congestion_map.png
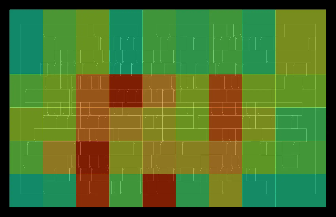
port_trees.png
Drawn at 10 px/µm.
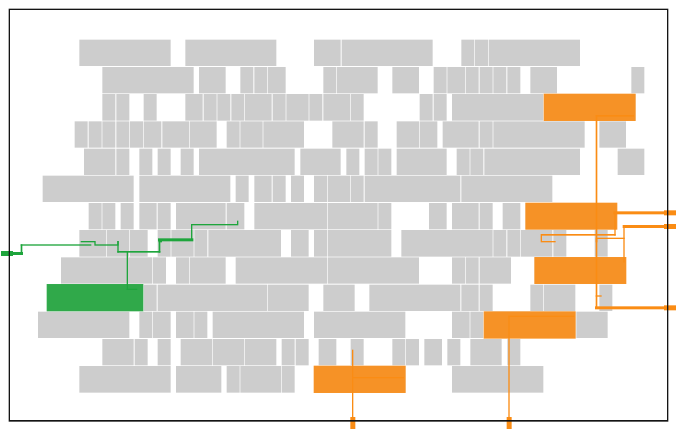
clock_wires.png
Drawn at 10 px/µm.
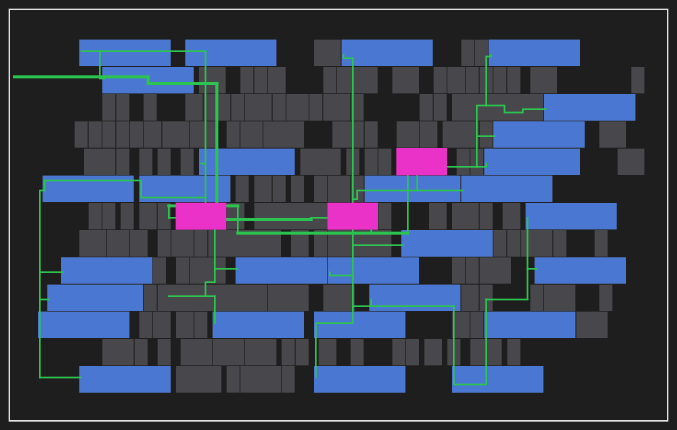
**src/rtl/morse_char_ctrl_pkg.sv**
```systemverilog
// morse_char_ctrl_pkg
// Shared definitions for the Morse character sequencer: collector state
// encoding, dot/dash symbol values and default parameter values.
// No ports.
package morse_char_ctrl_pkg;

    typedef enum logic {
        ST_IDLE    = 1'b0,
        ST_COLLECT = 1'b1
    } state_t;

    localparam logic SYM_DOT  = 1'b0;
    localparam logic SYM_DASH = 1'b1;

    localparam int MAX_SYM_DEF  = 5;
    localparam int LEN_W_DEF    = 3;
    localparam int DROP_W_DEF   = 8;
    localparam int WORD_GAP_DEF = 16;

endpackage

```
**src/rtl/morse_char_ctrl_if.sv**
```systemverilog
// morse_char_ctrl_if
// Character output slot handshake: one completed character (or word break)
// offered with valid/ready.
//   chr_valid_o  slot holds an entry
//   chr_ready_i  consumer takes the entry while valid is high
//   chr_code_o   symbols, first received in the MSB of the used field
//   chr_len_o    number of symbols
//   chr_ovf_o    character had more symbols than the code can hold
//   word_o       entry is a word break rather than a character
// master: the producer (slot), slave: the consumer.
interface morse_char_ctrl_if
    import morse_char_ctrl_pkg::*;
#(
    parameter int MAX_SYM = MAX_SYM_DEF,
    parameter int LEN_W   = LEN_W_DEF
);
    logic               chr_valid_o;
    logic               chr_ready_i;
    logic [MAX_SYM-1:0] chr_code_o;
    logic [LEN_W-1:0]   chr_len_o;
    logic               chr_ovf_o;
    logic               word_o;

    modport master (
        output chr_valid_o, chr_code_o, chr_len_o, chr_ovf_o, word_o,
        input  chr_ready_i
    );

    modport slave (
        input  chr_valid_o, chr_code_o, chr_len_o, chr_ovf_o, word_o,
        output chr_ready_i
    );
endinterface

```
**src/rtl/morse_out_slot.sv**
```systemverilog
// morse_out_slot
// One-entry valid/ready holding register with a saturating drop counter.
// A character load that arrives while the slot is full and not being taken
// is discarded and counted; a word-break load waits until the slot is free
// and is never counted.
// Ports:
//   clk, rst_n   clock, asynchronous active-low reset
//   ld_chr       load a character this cycle (code/len/ovf)
//   code/len/ovf character contents
//   ld_word      request to load a word break
//   word_ack     word break was loaded this cycle
//   drop_cnt     saturating count of discarded characters
//   out          handshake towards the consumer (master side)
module morse_out_slot
    import morse_char_ctrl_pkg::*;
#(
    parameter int CODE_W = MAX_SYM_DEF,
    parameter int LEN_W  = LEN_W_DEF,
    parameter int DROP_W = DROP_W_DEF
) (
    input  logic               clk,
    input  logic               rst_n,
    input  logic               ld_chr,
    input  logic [CODE_W-1:0]  code,
    input  logic [LEN_W-1:0]   len,
    input  logic               ovf,
    input  logic               ld_word,
    output logic               word_ack,
    output logic [DROP_W-1:0]  drop_cnt,
    morse_char_ctrl_if.master  out
);

    function automatic logic [DROP_W-1:0] sat_inc(input logic [DROP_W-1:0] v);
        return (&v) ? v : v + DROP_W'(1);
    endfunction

    logic              valid_q;
    logic [CODE_W-1:0] code_q;
    logic [LEN_W-1:0]  len_q;
    logic              ovf_q;
    logic              word_q;
    logic [DROP_W-1:0] drop_q;
    logic              free;

    // Free when empty or being emptied this very cycle.
    assign free     = !valid_q || out.chr_ready_i;
    assign word_ack = ld_word && free && !ld_chr;

    always_ff @(posedge clk or negedge rst_n) begin
        if (!rst_n) begin
            valid_q <= 1'b0;
            code_q  <= '0;
            len_q   <= '0;
            ovf_q   <= 1'b0;
            word_q  <= 1'b0;
            drop_q  <= '0;
        end else if (ld_chr) begin
            if (free) begin
                valid_q <= 1'b1;
                code_q  <= code;
                len_q   <= len;
                ovf_q   <= ovf;
                word_q  <= 1'b0;
            end else begin
                drop_q  <= sat_inc(drop_q);
            end
        end else if (word_ack) begin
            valid_q <= 1'b1;
            code_q  <= '0;
            len_q   <= '0;
            ovf_q   <= 1'b0;
            word_q  <= 1'b1;
        end else if (valid_q && out.chr_ready_i) begin
            valid_q <= 1'b0;
        end
    end

    assign out.chr_valid_o = valid_q;
    assign out.chr_code_o  = code_q;
    assign out.chr_len_o   = len_q;
    assign out.chr_ovf_o   = ovf_q;
    assign out.word_o      = word_q;
    assign drop_cnt        = drop_q;

endmodule

```
**src/rtl/morse_char_ctrl.sv**
```systemverilog
// morse_char_ctrl
// Collects dot/dash events from the pulse/space classifier into a character
// (code + length + overflow flag) and hands each completed character to a
// one-entry valid/ready slot. Symbol capture never stalls on the consumer;
// characters that find the slot occupied are counted as drops.
// Optional feature, macro WORD_GAP_EN: after a character completes, WORD_GAP
// idle cycles produce one word-break entry (word_o = 1, len 0). Without the
// macro no word breaks are generated and word_o stays 0.
// Ports:
//   clk, rst_n   clock, asynchronous active-low reset
//   dot_i        short pulse ended
//   dash_i       long pulse ended
//   sym_gap_i    short space ended
//   chr_gap_i    long space ended (character boundary)
//   chr_if       output slot handshake (valid/ready, code, len, ovf, word)
//   busy_o       collection in progress
//   drop_cnt_o   saturating count of characters lost to a full slot
module morse_char_ctrl
    import morse_char_ctrl_pkg::*;
#(
    parameter int MAX_SYM  = MAX_SYM_DEF,
    parameter int LEN_W    = LEN_W_DEF,
    parameter int DROP_W   = DROP_W_DEF,
    parameter int WORD_GAP = WORD_GAP_DEF
) (
    input  logic               clk,
    input  logic               rst_n,
    input  logic               dot_i,
    input  logic               dash_i,
    input  logic               sym_gap_i,
    input  logic               chr_gap_i,
    morse_char_ctrl_if.master  chr_if,
    output logic               busy_o,
    output logic [DROP_W-1:0]  drop_cnt_o
);

    state_t             state_q;
    logic [MAX_SYM-1:0] code_q;
    logic [LEN_W-1:0]   len_q;
    logic               ovf_q;

    logic sym_ev;
    logic sym;
    logic chr_done;
    logic ld_word;
    logic word_ack;

    // Dash outranks dot; any symbol masks a gap in the same cycle.
    assign sym_ev   = dot_i || dash_i;
    assign sym      = dash_i ? SYM_DASH : SYM_DOT;
    assign chr_done = (state_q == ST_COLLECT) && chr_gap_i && !sym_ev;
    assign busy_o   = (state_q == ST_COLLECT);

    always_ff @(posedge clk or negedge rst_n) begin
        if (!rst_n) begin
            state_q <= ST_IDLE;
            code_q  <= '0;
            len_q   <= '0;
            ovf_q   <= 1'b0;
        end else begin
            case (state_q)
                ST_IDLE: begin
                    if (sym_ev) begin
                        code_q  <= {{(MAX_SYM-1){1'b0}}, sym};
                        len_q   <= LEN_W'(1);
                        ovf_q   <= 1'b0;
                        state_q <= ST_COLLECT;
                    end
                end
                ST_COLLECT: begin
                    if (sym_ev) begin
                        if (len_q < LEN_W'(MAX_SYM)) begin
                            code_q <= {code_q[MAX_SYM-2:0], sym};
                            len_q  <= len_q + LEN_W'(1);
                        end else begin
                            // Extra symbols are discarded; the flag sticks
                            // until the character is handed off.
                            ovf_q  <= 1'b1;
                        end
                    end else if (chr_gap_i) begin
                        state_q <= ST_IDLE;
                    end
                end
                default: state_q <= ST_IDLE;
            endcase
        end
    end

`ifdef WORD_GAP_EN
    localparam int GAP_W = $clog2(WORD_GAP + 1);

    logic [GAP_W-1:0] gap_cnt_q;
    logic             armed_q;
    logic             pend_q;

    // armed_q: a character has completed and no break has yet been raised
    // for this idle period. A new symbol cancels both the count and any
    // break still waiting for the slot, so a break never lands after the
    // character that follows it.
    always_ff @(posedge clk or negedge rst_n) begin
        if (!rst_n) begin
            gap_cnt_q <= '0;
            armed_q   <= 1'b0;
            pend_q    <= 1'b0;
        end else if (sym_ev) begin
            gap_cnt_q <= '0;
            armed_q   <= 1'b0;
            pend_q    <= 1'b0;
        end else begin
            if (chr_done) begin
                armed_q   <= 1'b1;
                gap_cnt_q <= '0;
            end else if (armed_q && state_q == ST_IDLE) begin
                if (gap_cnt_q == GAP_W'(WORD_GAP - 1)) begin
                    pend_q    <= 1'b1;
                    armed_q   <= 1'b0;
                    gap_cnt_q <= '0;
                end else begin
                    gap_cnt_q <= gap_cnt_q + GAP_W'(1);
                end
            end
            if (word_ack) begin
                pend_q <= 1'b0;
            end
        end
    end

    assign ld_word = pend_q;
`else
    assign ld_word = 1'b0;

    logic unused_word;
    assign unused_word = &{1'b0, word_ack, 32'(WORD_GAP)};
`endif

    // A short space carries no information once symbols arrive as events.
    logic unused_sym_gap;
    assign unused_sym_gap = sym_gap_i;

    morse_out_slot #(
        .CODE_W (MAX_SYM),
        .LEN_W  (LEN_W),
        .DROP_W (DROP_W)
    ) u_slot (
        .clk      (clk),
        .rst_n    (rst_n),
        .ld_chr   (chr_done),
        .code     (code_q),
        .len      (len_q),
        .ovf      (ovf_q),
        .ld_word  (ld_word),
        .word_ack (word_ack),
        .drop_cnt (drop_cnt_o),
        .out      (chr_if)
    );

endmodule

```
**src/flat_wrapper.sv**
```systemverilog
// flat-port wrapper written by rule: the top's interface ports become plain ports
module morse_char_ctrl_flat import morse_char_ctrl_pkg::*;
#(
    parameter int MAX_SYM  = MAX_SYM_DEF,
    parameter int LEN_W    = LEN_W_DEF,
    parameter int DROP_W   = DROP_W_DEF,
    parameter int WORD_GAP = WORD_GAP_DEF
)
  (clk, rst_n, dot_i, dash_i, sym_gap_i, chr_gap_i, busy_o, drop_cnt_o, chr_if_chr_valid_o, chr_if_chr_code_o, chr_if_chr_len_o, chr_if_chr_ovf_o, chr_if_word_o, chr_if_chr_ready_i);
  morse_char_ctrl_if #(.MAX_SYM(MAX_SYM), .LEN_W(LEN_W)) chr_if_i ();
  input  logic clk;
  input  logic rst_n;
  input  logic dot_i;
  input  logic dash_i;
  input  logic sym_gap_i;
  input  logic chr_gap_i;
  output logic busy_o;
  output logic [DROP_W-1:0] drop_cnt_o;
  output wire logic [$bits(chr_if_i.chr_valid_o)-1:0] chr_if_chr_valid_o;
  output wire logic [$bits(chr_if_i.chr_code_o)-1:0] chr_if_chr_code_o;
  output wire logic [$bits(chr_if_i.chr_len_o)-1:0] chr_if_chr_len_o;
  output wire logic [$bits(chr_if_i.chr_ovf_o)-1:0] chr_if_chr_ovf_o;
  output wire logic [$bits(chr_if_i.word_o)-1:0] chr_if_word_o;
  input wire logic [$bits(chr_if_i.chr_ready_i)-1:0] chr_if_chr_ready_i;
  assign chr_if_chr_valid_o = chr_if_i.chr_valid_o;
  assign chr_if_chr_code_o = chr_if_i.chr_code_o;
  assign chr_if_chr_len_o = chr_if_i.chr_len_o;
  assign chr_if_chr_ovf_o = chr_if_i.chr_ovf_o;
  assign chr_if_word_o = chr_if_i.word_o;
  assign chr_if_i.chr_ready_i = chr_if_chr_ready_i;
  morse_char_ctrl #(.MAX_SYM(MAX_SYM), .LEN_W(LEN_W), .DROP_W(DROP_W), .WORD_GAP(WORD_GAP)) u_core (.clk(clk), .rst_n(rst_n), .dot_i(dot_i), .dash_i(dash_i), .sym_gap_i(sym_gap_i), .chr_gap_i(chr_gap_i), .chr_if(chr_if_i), .busy_o(busy_o), .drop_cnt_o(drop_cnt_o));
endmodule
```
**config.mk**
```make
export PLATFORM = sky130hd
export DESIGN_NAME = morse_char_ctrl_flat
export DESIGN_NICKNAME = d
export VERILOG_FILES = /design/src/rtl/morse_char_ctrl_pkg.sv /design/src/rtl/morse_char_ctrl_if.sv /design/src/rtl/morse_out_slot.sv /design/src/rtl/morse_char_ctrl.sv /design/src/flat_wrapper.sv
export SDC_FILE = /design/constraint.sdc
export NUM_CORES = 1
export LEC_CHECK = 0
export ABC_AREA = 1
export CAP_MARGIN = 15
export CORE_ASPECT_RATIO = 0.6
export CORE_MARGIN = 2
export CORE_UTILIZATION = 60
export CTS_CLUSTER_DIAMETER = 100
export DETAILED_ROUTE_END_ITERATION = 10
export DONT_BUFFER_PORTS = 1
export PLACE_DENSITY = 0.76
export SYNTH_ARGS = -nofsm -noshare
export SYNTH_HDL_FRONTEND = slang
export SYNTH_SLANG_ARGS = --single-unit
```
**constraint.sdc**
```tcl
create_clock -name clk -period 1.4 [get_ports clk]
set_input_delay 0.28 -clock clk [delete_from_list [all_inputs] [get_ports clk]]
set_output_delay 0.28 -clock clk [all_outputs]
set_load 0.05 [all_outputs]
```
==> notes.md <==
yosys + openroad results -> Power Dens Cells 1830 nW/µm², TritonRoute pass-1 iters 4, GR Util met2 40.9%, R2R Setup Slk 80 ps, fp util between 60% and 70%, crit-path max FO 6, CTS tree built, Detail Route Antenna Nets 0, critical path arrival 1530 ps, Synth async-reset ratio 100%, yosys cell count 156, synth cell count leaders nand2_1, dfrtp_1, inv_1, Clock Skews 9.35 ps, RSZ-0062 raised after global routing false, placed cells 194, Avg Vias per Cell 5.23, Adder Share, Synth 1.83%, sequential area share after synthesis 51.1%, Cell area leaders dfrtp_1, nand2_1, inv_1, o21ai_2, nand3_1, global-route wire length before repair 4390 µm, gpl congestion between 0.8 and 0.9, most frequent CP cell nand2_1, CORE AREA 2160 µm², Synth Flop Type dfrtp_1, Post-synth EDFFs 0, die area 2690 µm², hold slack 121 ps, period utilization between 90% and 100%, crit path kind flop to flop, Worst-path clk slew 100 ps, Latency at later pin ~280 ps, LEAKAGE 0.800 nW, Final Core Density 74.2%, Tool Warnings 28, Clock Path Buffers 2, Simple-Gate Area Share 28.0%, largest area contributor in the netlist dfrtp_1, DIE WIDTH approximately 66 µm, worst vdd ir 1.35 mV, crit path capture type flop, # diodes 0, MUX area fraction 0%, most frequent cell after synthesis nand2_1, startpoint types flop, port buffer count 0, 1st-iter DRT viols 54, vias in the first global route 1002, Registers, synthesis 28, DR vias 1052, Top non-seq family simple AND/OR/NAND/NOR gates, status finished, final reports clean, DRT Wirelength 2760 µm, layout cells sized above 1 25.1%, synthesized area 1370 µm², clk root buf clkbuf_8, yosys xor share under 10%, Slew Viols, Final 0, endpoints failing setup 0, post-synthesis instance total 156, chip area in the Yosys report 1370 µm², Layout area overhead 17.2%, Avg Inst Size Synth 8.78 µm², synth unique cells 23, htree depth 1, maximum number of pins on one net before global-route repair 29, syn nets 165, final non-filler cell total 201, clock sinks 28, yosys warns 0, max-cap viol count 0, Tmin final ~1300 ps, HPWL after DPL 1900 µm, Final Hold Viols 0, area post-placement approximately 1500 µm², fmax around 760 MHz
-- congestion_map.png (at the start) --
gr busiest metal: met2
GRT met3 Usage: 6.59%
WL/cell: 13.7 µm
GR Util met1: 27.3%
All-Layer GR Usage: 22.8%

-- port_trees.png (at the start) --
legend:
  `chr_if_chr_code_o`:
    colour: orange
    direction: output
    edge: 3 right, 2 bottom
    end_cells: 5
    buffers: 0
    wire: 85.1 µm
  `busy_o`:
    colour: green
    direction: output
    edge: left
    end_cells: 1
    buffers: 1
    wire: 33.7 µm

-- clock_wires.png (at the start) --
legend:
  clock-net drivers:
    colour: magenta
    count: 3
  clock wires:
    colour: green
    length: 312 µm
  flip-flops:
    colour: blue
    count: 28
flops lie: spread over the die

## layout by cell type (no fill, tap or decap)
master,count
xor2_1,2
nor2_1,4
nand3_4,1
dfrtp_2,4
o21ai_0,8
buf_12,1
o21a_1,1
nand2_2,4
dfrtp_1,24
nor2_8,1
nand2_1,54
ha_4,1
nor2_2,1
nor2_4,3
bufinv_16,1
dlygate4sd3_1,1
nand3_1,8
nand2_4,2
inv_2,1
conb_1,1
clkbuf_8,3
nand4_1,1
xnor2_1,2
ha_1,1
inv_1,19
o21ai_1,2
o21ai_2,8
buf_4,11
nand3_2,1
## final timing paths
kind,from,endpoint,cells after the start
worst max register to register,u_core.u_slot.drop_cnt[1],u_core.u_slot.drop_cnt[6],8
min in group asynchronous,rst_n,u_core.u_slot.drop_cnt[3],2
worst min-delay path,dash_i,u_core.code_q[0],2
max in group asynchronous,rst_n,u_core.busy_o,2
worst max-delay path,u_core.u_slot.drop_cnt[1],u_core.u_slot.drop_cnt[6],8
worst min register to register,u_core.code_q[0],u_core.code_q[1],2
## sequential cells by signal, summed over array words and instances, names as in the netlist
signal and count:
u_core.u_slot.drop_cnt 8, u_core.code_q 5, u_core.u_slot.out.chr_code_o 5, u_core.len_q 3, u_core.u_slot.out.chr_len_o 3, u_core.busy_o 1
u_core.ovf_q 1, u_core.u_slot.out.chr_ovf_o 1, u_core.u_slot.out.chr_valid_o 1
## per-layer routing
layer  share of wire [%]  wire (µm)
met5                   0          0
met4                 1.3         37
met3                 6.1        167
met2                  48       1340
met1                  44       1220
## layout make-up
type | count | area [µm²]
timing repair buffer | 13 | 113
inverter | 20 | 75.1
clock inverter | 1 | 30.0
fill | 153 | 558
clock buffer | 3 | 41.3
sequential | 28 | 706
tap | 30 | 37.5
multi-input combinational | 106 | 603
## stage by stage
stage                     setup TNS [ps]  worst slack [ps]
final                                  0              80.9
after global routing                   0              1.88
after CTS                              0              38.4
after detailed placement               0              58.8
after global placement                 0               119
after floorplan                   -0.560            -0.560
## critical path: cells and delay by family (launching register included)
| family | cells | cell delay, ps |
|---|---|---|
| DFF | 1 | 460 |
| and+or+nand+nor | 7 | 620 |
| adders and majority gates | 1 | 180 |
## power breakdown
part | internal, W | switching [W] | total, W
clock network | 0.000383 | 0.000249 | 0.000632
registers | 0.00105 | 0.000567 | 0.00162
logic | 0.000240 | 0.000445 | 0.000685
## kinds of logic after synthesis
kind of cell               after synthesis
and+or+nand+nor                         80
buffers and inverters                   22
DFF                                     28
xor gates and xnor gates                 4
adders and majority gates                2
AOI/OAI and AO/OA                       19
other                                    1
## timing repair
action	CTS	global route
buffers inserted	0	1
hold buffers	2	0
setup endpoints to repair	0	8
endpoints found under the hold margin	28	0
gates resized	0	6
No activity file was given, so power comes from the tool's default toggle rates.
